### src/rtl/n2r_pkg.sv
// rtl/n2r_pkg.sv - shared state encoding and geometry helpers for the n2r scheduler
package n2r_pkg;

    typedef enum logic [2:0] {
        IDLE  = 3'd0,
        FILL  = 3'd1,
        LOAD  = 3'd2,
        DRAIN = 3'd3,
        DONE  = 3'd4
    } state_t;

    // Index width that stays at least one bit for degenerate sizes
    function automatic int idx_w(input int n);
        return (n > 1) ? $clog2(n) : 1;
    endfunction

    function automatic int num_cores_for_col(input int col);
        case (col)
            2754:    return 9;
            256:     return 8;
            200:     return 5;
            64:      return 4;
            default: return 2;
        endcase
    endfunction

    function automatic int calc_slice_rows(input int block_size, input int num_cores);
        return block_size * num_cores;
    endfunction

    function automatic int calc_chunks(input int col, input int block_size);
        return col / block_size;
    endfunction

    function automatic int calc_slices(input int row, input int block_size, input int num_cores);
        return row / (block_size * num_cores);
    endfunction

endpackage

### src/rtl/n2r_slice_sched_if.sv
// rtl/n2r_slice_sched_if.sv - row source, row RAM, slice register and core-side signals
interface n2r_slice_sched_if #(
    parameter int ROW        = 8,
    parameter int COL        = 4,
    parameter int BLOCK_SIZE = 2,
    parameter int NUM_CORES  = 2
) ();
    import n2r_pkg::*;

    localparam int AW = idx_w(ROW);
    localparam int SW = idx_w(calc_slice_rows(BLOCK_SIZE, NUM_CORES));
    localparam int CW = idx_w(calc_chunks(COL, BLOCK_SIZE));

    logic          start;
    logic          in_valid;
    logic          in_ready;
    logic          ram_we;
    logic [AW-1:0] ram_waddr;
    logic          ram_re;
    logic [AW-1:0] ram_raddr;
    logic          slice_we;
    logic [SW-1:0] slice_idx;
    logic [CW-1:0] chunk_idx;
    logic          out_valid;
    logic          out_ready;
    logic          out_last;
    logic          frame_done;

    modport master (
        input  start, in_valid, out_ready,
        output in_ready, ram_we, ram_waddr, ram_re, ram_raddr,
               slice_we, slice_idx, chunk_idx, out_valid, out_last, frame_done
    );

    modport slave (
        output start, in_valid, out_ready,
        input  in_ready, ram_we, ram_waddr, ram_re, ram_raddr,
               slice_we, slice_idx, chunk_idx, out_valid, out_last, frame_done
    );

endinterface

### src/rtl/n2r_addr_cnt.sv
// rtl/n2r_addr_cnt.sv - stepping counter with clear, terminal flag and hold at terminal
module n2r_addr_cnt #(
    parameter int WIDTH = 3,
    parameter int STEP  = 1,
    parameter int LAST  = 7
) (
    input  logic             clk,
    input  logic             rst_n,
    input  logic             clr,
    input  logic             en,
    output logic [WIDTH-1:0] count,
    output logic             tc
);

    assign tc = (count == WIDTH'(LAST));

    // Holding at the terminal value keeps every address below its bound
    always_ff @(posedge clk) begin
        if (!rst_n || clr) begin
            count <= '0;
        end else if (en && !tc) begin
            count <= count + WIDTH'(STEP);
        end
    end

endmodule

### src/rtl/n2r_slice_sched.sv
// rtl/n2r_slice_sched.sv - fills the row RAM, replays it slice by slice and hands chunks to the cores
module n2r_slice_sched
    import n2r_pkg::*;
#(
    parameter int ROW        = 8,
    parameter int COL        = 4,
    parameter int BLOCK_SIZE = 2,
    parameter int NUM_CORES  = 2
) (
    input  logic               clk,
    input  logic               rst_n,
    n2r_slice_sched_if.master  bus
);

    localparam int SR = calc_slice_rows(BLOCK_SIZE, NUM_CORES);
    localparam int CH = calc_chunks(COL, BLOCK_SIZE);
    localparam int AW = idx_w(ROW);
    localparam int SW = idx_w(SR);
    localparam int CW = idx_w(CH);
    localparam int LW = idx_w(SR + 1);

    if ((ROW % SR) != 0 || (COL % BLOCK_SIZE) != 0) begin : g_bad_geometry
        $error("n2r_slice_sched: ROW must be a multiple of BLOCK_SIZE*NUM_CORES and COL of BLOCK_SIZE");
    end

    state_t        state;
    logic          in_ready_q;
    logic          out_valid_q;
    logic          frame_done_q;
    logic          in_hs;
    logic          out_hs;
    logic [AW-1:0] wr_cnt;
    logic [AW-1:0] base_cnt;
    logic [LW-1:0] ld_cnt;
    logic [CW-1:0] ch_cnt;
    logic          wr_tc;
    logic          base_tc;
    logic          ld_tc;
    logic          ch_tc;

    assign in_hs  = (state == FILL) && bus.in_valid && in_ready_q;
    assign out_hs = out_valid_q && bus.out_ready;

    n2r_addr_cnt #(.WIDTH(AW), .STEP(1), .LAST(ROW - 1)) u_wr_cnt (
        .clk(clk), .rst_n(rst_n), .clr(state == IDLE), .en(in_hs),
        .count(wr_cnt), .tc(wr_tc)
    );

    // Load index runs one past the slice so the final RAM read lands in the slice register
    n2r_addr_cnt #(.WIDTH(LW), .STEP(1), .LAST(SR)) u_ld_cnt (
        .clk(clk), .rst_n(rst_n), .clr((state != LOAD) || ld_tc), .en(state == LOAD),
        .count(ld_cnt), .tc(ld_tc)
    );

    n2r_addr_cnt #(.WIDTH(CW), .STEP(1), .LAST(CH - 1)) u_ch_cnt (
        .clk(clk), .rst_n(rst_n), .clr((state != DRAIN) || (out_hs && ch_tc)), .en(out_hs),
        .count(ch_cnt), .tc(ch_tc)
    );

    n2r_addr_cnt #(.WIDTH(AW), .STEP(SR), .LAST(ROW - SR)) u_base_cnt (
        .clk(clk), .rst_n(rst_n), .clr(state == IDLE), .en(out_hs && ch_tc),
        .count(base_cnt), .tc(base_tc)
    );

    always_ff @(posedge clk) begin
        if (!rst_n) begin
            state        <= IDLE;
            in_ready_q   <= 1'b0;
            out_valid_q  <= 1'b0;
            frame_done_q <= 1'b0;
        end else begin
            frame_done_q <= 1'b0;
            unique case (state)
                IDLE: begin
                    if (bus.start) begin
                        state      <= FILL;
                        in_ready_q <= 1'b1;
                    end
                end
                FILL: begin
                    if (in_hs && wr_tc) begin
                        state      <= LOAD;
                        in_ready_q <= 1'b0;
                    end
                end
                LOAD: begin
                    if (ld_tc) begin
                        state       <= DRAIN;
                        out_valid_q <= 1'b1;
                    end
                end
                DRAIN: begin
                    if (out_hs && ch_tc) begin
                        out_valid_q <= 1'b0;
                        if (base_tc) begin
                            state        <= DONE;
                            frame_done_q <= 1'b1;
                        end else begin
                            state <= LOAD;
                        end
                    end
                end
                DONE: state <= IDLE;
                default: begin
                    state       <= IDLE;
                    in_ready_q  <= 1'b0;
                    out_valid_q <= 1'b0;
                end
            endcase
        end
    end

    assign bus.in_ready   = in_ready_q;
    assign bus.ram_we     = in_hs;
    assign bus.ram_waddr  = in_hs ? wr_cnt : '0;
    assign bus.ram_re     = (state == LOAD) && !ld_tc;
    assign bus.ram_raddr  = bus.ram_re ? base_cnt + AW'(ld_cnt) : '0;
    assign bus.slice_we   = (state == LOAD) && (ld_cnt != '0);
    assign bus.slice_idx  = bus.slice_we ? SW'(ld_cnt - LW'(1)) : '0;
    assign bus.chunk_idx  = ch_cnt;
    assign bus.out_valid  = out_valid_q;
    assign bus.out_last   = out_valid_q && ch_tc;
    assign bus.frame_done = frame_done_q;

endmodule

### src/flat_wrapper.sv
// flat-port wrapper written by rule: the top's interface ports become plain ports
module n2r_slice_sched_flat import n2r_pkg::*;
#(
    parameter int ROW        = 8,
    parameter int COL        = 4,
    parameter int BLOCK_SIZE = 2,
    parameter int NUM_CORES  = 2
)
  (clk, rst_n, bus_start, bus_in_valid, bus_out_ready, bus_in_ready, bus_ram_we, bus_ram_waddr, bus_ram_re, bus_ram_raddr, bus_slice_we, bus_slice_idx, bus_chunk_idx, bus_out_valid, bus_out_last, bus_frame_done);
  n2r_slice_sched_if #(.ROW(ROW), .COL(COL), .BLOCK_SIZE(BLOCK_SIZE), .NUM_CORES(NUM_CORES)) bus_i ();
  input  logic clk;
  input  logic rst_n;
  input wire logic [$bits(bus_i.start)-1:0] bus_start;
  input wire logic [$bits(bus_i.in_valid)-1:0] bus_in_valid;
  input wire logic [$bits(bus_i.out_ready)-1:0] bus_out_ready;
  output wire logic [$bits(bus_i.in_ready)-1:0] bus_in_ready;
  output wire logic [$bits(bus_i.ram_we)-1:0] bus_ram_we;
  output wire logic [$bits(bus_i.ram_waddr)-1:0] bus_ram_waddr;
  output wire logic [$bits(bus_i.ram_re)-1:0] bus_ram_re;
  output wire logic [$bits(bus_i.ram_raddr)-1:0] bus_ram_raddr;
  output wire logic [$bits(bus_i.slice_we)-1:0] bus_slice_we;
  output wire logic [$bits(bus_i.slice_idx)-1:0] bus_slice_idx;
  output wire logic [$bits(bus_i.chunk_idx)-1:0] bus_chunk_idx;
  output wire logic [$bits(bus_i.out_valid)-1:0] bus_out_valid;
  output wire logic [$bits(bus_i.out_last)-1:0] bus_out_last;
  output wire logic [$bits(bus_i.frame_done)-1:0] bus_frame_done;
  assign bus_i.start = bus_start;
  assign bus_i.in_valid = bus_in_valid;
  assign bus_i.out_ready = bus_out_ready;
  assign bus_in_ready = bus_i.in_ready;
  assign bus_ram_we = bus_i.ram_we;
  assign bus_ram_waddr = bus_i.ram_waddr;
  assign bus_ram_re = bus_i.ram_re;
  assign bus_ram_raddr = bus_i.ram_raddr;
  assign bus_slice_we = bus_i.slice_we;
  assign bus_slice_idx = bus_i.slice_idx;
  assign bus_chunk_idx = bus_i.chunk_idx;
  assign bus_out_valid = bus_i.out_valid;
  assign bus_out_last = bus_i.out_last;
  assign bus_frame_done = bus_i.frame_done;
  n2r_slice_sched #(.ROW(ROW), .COL(COL), .BLOCK_SIZE(BLOCK_SIZE), .NUM_CORES(NUM_CORES)) u_core (.clk(clk), .rst_n(rst_n), .bus(bus_i));
endmodule
### config.mk
export PLATFORM = sky130hd
export DESIGN_NAME = n2r_slice_sched_flat
export DESIGN_NICKNAME = d
export VERILOG_FILES = /design/src/rtl/n2r_pkg.sv /design/src/rtl/n2r_slice_sched_if.sv /design/src/rtl/n2r_addr_cnt.sv /design/src/rtl/n2r_slice_sched.sv /design/src/flat_wrapper.sv
export SDC_FILE = /design/constraint.sdc
export NUM_CORES = 1
export LEC_CHECK = 0
export CORE_MARGIN = 4
export CORE_UTILIZATION = 41
export CTS_CLUSTER_DIAMETER = 200
export DETAILED_ROUTE_END_ITERATION = 6
export PLACE_DENSITY = 0.72
export SYNTH_ARGS = -nofsm -noshare
export SYNTH_HDL_FRONTEND = slang
export SYNTH_SLANG_ARGS = --single-unit
export TNS_END_PERCENT = 5
### constraint.sdc
create_clock -name clk -period 1.45 [get_ports clk]
set_input_delay 0.29 -clock clk [delete_from_list [all_inputs] [get_ports clk]]
set_output_delay 0.29 -clock clk [all_outputs]
set_load 0.01 [all_outputs]
==> images/gate_families.png <==
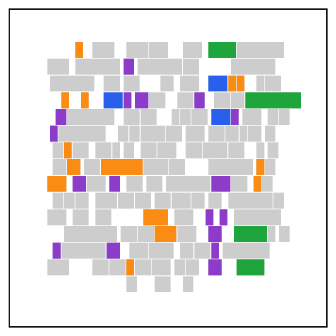
- purple: NAND gates (cells 17)
- orange: NOR gates (cells 14)
- green: adder and majority cells (cells 4)
- blue: XOR/XNOR gates (cells 3)

==> images/final_clocks.png <==
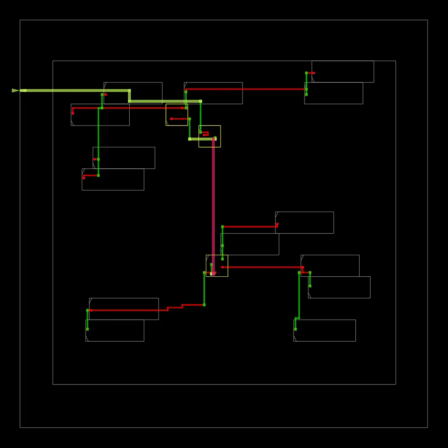
clock tree skew after final layout: 0.001038 ns
layout sequential cell count: 14
Sink Count: 14
clock group total power: 212 uW
clock latency on the worst-skew pair: 0.27 ns

==> images/cell_classes.png <==
The bar under the picture is 20 um long. Fill, decap, tap and diode cells in gray.
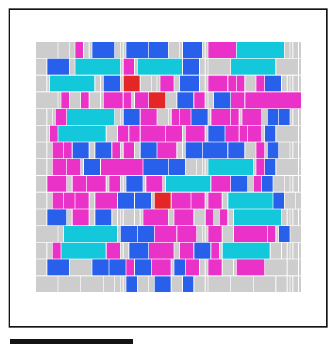
- red: cells driving clock nets (cells 3)
- magenta: all other logic (cells 76)
- blue: other buffers and delay cells (cells 49)
- cyan: flops (cells 14)

==> Table 3: Implementation characteristics <==
Summary of implementation characteristics

Parameter                              Value

Drt
  Via density .................. a little over 5
  Routed len/inst .................. between 10 and 15 um

Min path
  Worst hold-check path type .................. flop to flop

Clocking
  Clock transition at path regs .................. about 0.08 ns
  CTS tree .................. built

Final timing
  Count of final setup violators .................. 11
  Number of hold-slack violations in the final timing report .................. 0
  Worst setup margin .................. -0.1562 ns

Floorplan
  Die X-Extent .................. approximately 51 um

Critical path
  Kind of critical path .................. flop to output port
  Worst reg2reg setup slack .................. ~0.080 ns

Status
  Outcome .................. finished with violations
  Violated checks .................. negative setup slack

Finish
  Multi-input gates .................. roughly 70
  Final standard cell count with taps included and fillers excluded .................. around 170

Synthesis
  Fraction of the mapped netlist area in adder cells .................. 0.06483
  Post-synth EDFFs .................. 0
  # Cells Yosys .................. 93

Placement
  Cells after DPL .................. ~160
  Number of I/O port buffers .................. 20
No activity file was given, so power comes from the tool's default toggle rates.
